==> config.mk <==
export PLATFORM = sky130hd
export DESIGN_NAME = hazard_stall_ctrl
export DESIGN_NICKNAME = d
export VERILOG_FILES = /design/src/rtl/hazard_stall_ctrl.sv
export SDC_FILE = /design/constraint.sdc
export NUM_CORES = 1
export LEC_CHECK = 0
export ABC_AREA = 0
export ABC_CLOCK_PERIOD_IN_PS = 2800
export CORE_ASPECT_RATIO = 0.75
export CORE_MARGIN = 3
export CORE_UTILIZATION = 35
export DETAILED_ROUTE_END_ITERATION = 10
export PLACE_DENSITY_LB_ADDON = 0.3
export SLEW_MARGIN = 20
export SYNTH_ARGS = -nofsm -noshare
export SYNTH_HDL_FRONTEND = slang
export SYNTH_SLANG_ARGS = --single-unit
==> constraint.sdc <==
create_clock -name clk -period 2.8 [get_ports clk]
set_input_delay 0.56 -clock clk [delete_from_list [all_inputs] [get_ports clk]]
set_output_delay 0.56 -clock clk [all_outputs]
set_load 0.02 [all_outputs]
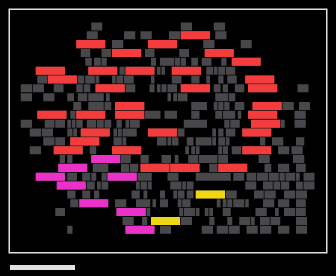
(run_1/registers.png)
Scale bar: 20 um. Other cells in grey.
Key: yellow = state [flops 2]; red = stall_cnt [flops 32]; magenta = cnt [flops 8]
Seq/total area: 34.60%
power of the sequential group: 0.835 mW

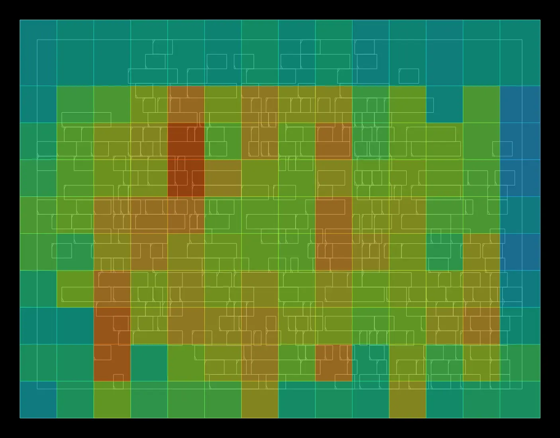
(run_1/final_congestion.png)
fraction of met1 tracks used by global routing: 22.60%
routing usage on met2: 22.32%
detailed-route wire length per cell: 14.12 um
gr usage total: 15.32%

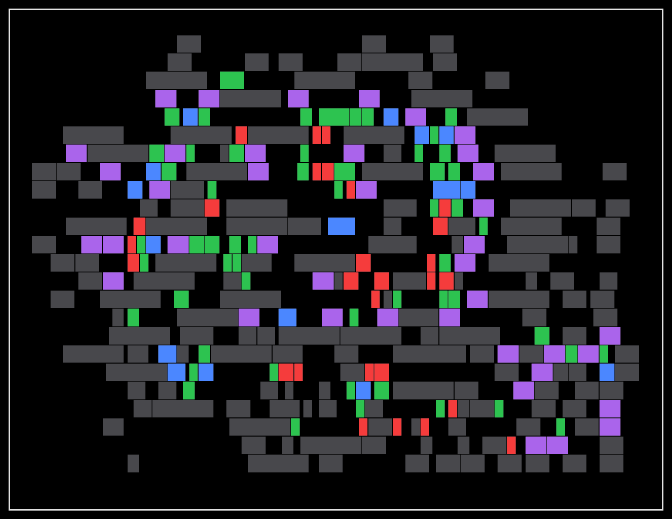
(run_1/gate_families.png)
Key: purple = XOR/XNOR gates [cells 40, most used xnor2_1]; blue = AND and OR gates [cells 16, most used and3_1]; green = NAND gates [cells 55, most used nand2_1]; red = NOR gates [cells 28, most used nor2_1]
proportion of cell area occupied by multi-input gates: 34.84%
non-filler cells in the finished layout: 369
most frequent logic cell in the layout: clkdlybuf4s50_1

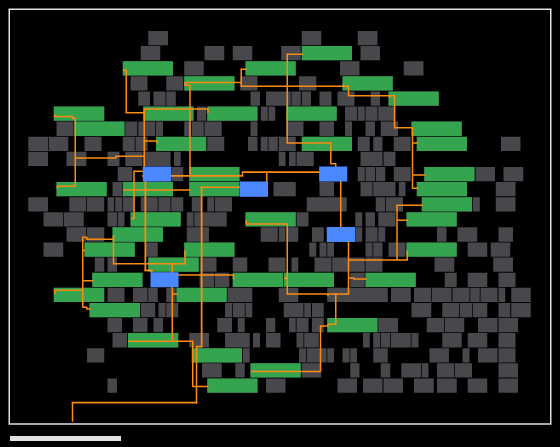
(run_1/clock_map.png)
Scale bar: 20 um.
Key: blue = cells driving clock nets [count 5]; orange = clock wires [length 566 um]; green = flip-flops [count 42]
There are 6 routed clock nets.
setup skew after layout: 0.006661 ns
clock latency at the later pin of the worst-skew pair: 0.29 ns
power attributed to the clock group: 0.490 mW
share of power burned in the clock network: 25.2%

==> git commit body, run 1 <==
Record implementation results from latest flow run

- Outcome: finished clean
- Slowest cell on crit path: clkdlybuf4s50_1
- Post-synth seq share: 48.11%
- Tally of clock buffers in the finished layout: 6
- Fin nets: approximately 320
- The routed layout has 1831 vias.
* Maximum frequency from static timing analysis: between 300 and 400 MHz
- The setup check on the worst reg-to-reg path leaves a slack of 0.31 ns.
- For the worst setup path, the data arrival time is around 2.1 ns.
- The final critical path takes up 96.08% of the cycle.
- In the final report, the number of pins over their slew limit comes to 0.
- Met3 usage: 3.561%
- The biggest slice of the area belongs to combinational gates.
- Routed Antenna Nets: 0
* CTS tree: built
- The routed design uses 2155 um of met2 wire.
- Reg area: roughly 1100 um2
- Yosys xor share: 16.04%
- IR Drop Worst-Case VDD: slightly below 400 uV
- The routed design could run at a clock period as short as 2.690 ns.
- Number of cells produced by synthesis: 219
* Total leakage power: about 1.3 nW
- For this block, the initial DRC count from the detailed router was 92.
- First-pass GRT wire length: 8825 um
* Starting density of the core: between 30 and 40%
- The switching component of the power was reported as 0.6545 mW.
- M1 wire length: 2683 um
* Fraction of area in non-clock buffers: between 20% and 30%
* Synth cell types: approximately 40
- Detailed placement finished with a half-perimeter wire length of 3891 um.
- Clock Root Buffer: clkbuf_8
- The tool flagged a number of max-cap violations equal to 0.
* Area after detailed placement: approximately 2900 um2
- Final RePlAce weighted congestion: 0.8302
- Number of remaining DRC errors: 0
* Internal portion of total power: 1.290 mW
==> run 1: cells in the mapped netlist, drive strengths merged (3+ instances only) <==
cell / n / area share [%]
dfrtp: 42 / 48
xnor2: 31 / 12
nand2: 26 / 4.5
nand3: 17 / 4.1
nor2: 15 / 2.6
nand4: 10 / 3.1
xor2: 9 / 3.6
inv: 8 / 1.4
and3: 7 / 2.0
nor4: 7 / 2.0
buf: 5 / 2.1
nor3: 5 / 1.1
o21ai: 5 / 1.3
or4: 4 / 1.5
ha: 3 / 1.7
==> run 1: timing repair <==
action	CTS	global route
resized	9	3
setup buffers	0	0
pin swaps	0	0
hold buffers	0	0
setup endpoints to repair	3	4
## Run 2: what changed since run 1
--- a/config.mk
+++ b/config.mk
@@ -16,3 +16,4 @@
 export SYNTH_ARGS = -nofsm -noshare
 export SYNTH_HDL_FRONTEND = slang
 export SYNTH_SLANG_ARGS = --single-unit
+export TNS_END_PERCENT = 30
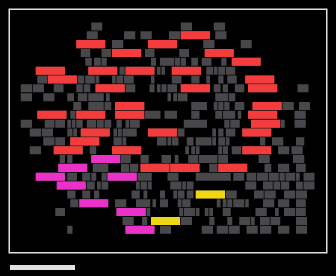
(run_2/registers.png)
Scale bar: 20 um. Other cells in grey.
Key: yellow = state [flops 2]; red = stall_cnt [flops 32]; magenta = cnt [flops 8]
Reg area: 1051 um2
fin util: 51.35%

==> run 2 against run 1 <==
- setup slack unchanged
- via count unchanged
- sequential power about the same
- clock power about the same
- cell area unchanged
- critical endpoint unchanged
- largest cell class unchanged
==> git commit body, run 2 <==
Record implementation results from latest flow run

- Tally of clock buffers in the finished layout: 6 (unchanged)
* First-pass GRT wire length: 8825 um (unchanged)
* Clock period minus final worst setup slack: 2.690 ns (unchanged)
* Outcome: finished clean
* Internal portion of total power: 1.290 mW (unchanged)
- The synthesized design spends more area on one cell type than any other, namely dfrtp_1.
- The power in the clock group was 0.490 mW (about the same).
- Final RePlAce weighted congestion: 0.8302 (unchanged)
* Yosys xor share: 16.04% (unchanged)
- Starting density of the core: 36.93% (unchanged)
- Final Cycle Share: 96.08% (unchanged)
- Setup skew after layout: 0.006661 ns (unchanged)
* Fraction of met1 tracks used by global routing: 22.60% (unchanged)
- The post-CTS setup-driven buffer insertion count was 0 (unchanged).
- Most instantiated cells after synthesis: dfrtp_1 (42), xnor2_1 (31), nand2_1 (26)
- Routed wire length on met2: 2155 um (unchanged)
* CTS tree: built
* Number of cells produced by synthesis: 219 (unchanged)
- The share of cell area taken by multi-input logic gates was 34.84% (unchanged).
- The hold-fix buffer count after cts is 0 (unchanged).
- Seq/total area: 34.60% (unchanged)
- Switching power summed over all nets: 0.6545 mW (unchanged)
* IR Drop Worst-Case VDD: 385.3 uV (unchanged)
* Drt first-iter violations: 92 (unchanged)
- Cells taking the most area after synthesis: dfrtp_1 (48%), xnor2_1 (12%), nand2_1 (4.5%)
* Area after detailed placement: 2933 um2 (unchanged)
* Dpl hpwl: 3891 um (unchanged)
- Clock Root Buffer: clkbuf_8
- Largest type area fraction: 48.11% (unchanged)
* Routed Antenna Nets: 0 (unchanged)
- The number of vias in the routed layout was 1831 (unchanged).
- Number of max-slew violations in the final report: 0 (unchanged)
- Worst-case register-to-register setup slack: 0.31 ns (about the same)
* Total leakage power: 1.295 nW (unchanged)
- Detailed-route wire length per cell: 14.12 um (unchanged)
- Synth cell types: 40 (unchanged)
==> run 2: per-stage QoR <==
| stage | setup WS, ns | setup TNS, ns |
|---|---|---|
| after floorplan | 0.3652 | 0 |
| after global placement | -0.2883 | -0.7804 |
| after detailed placement | -0.2893 | -0.8809 |
| after CTS | 0.05785 | 0 |
| after global routing | 0.01556 | 0 |
| final | 0.1099 | 0 |
==> run 2: cells by family after synthesis <==
| group | count (synthesis) |
|---|---|
| multiplexers | 1 |
| adder cells (fa/ha/maj) | 3 |
| AND-OR/OR-AND | 19 |
| buffers and inverters | 15 |
| flip-flops | 42 |
| XOR/XNOR | 40 |
| AND/OR/NAND/NOR | 99 |
==> run 2: repair_timing <==
action / CTS / global route
resized: 9 / 3
setup endpoints to repair: 3 / 4
pin swaps: 0 / 0
hold endpoints to repair: 0 / 0
Power and IR drop assume default switching activity.
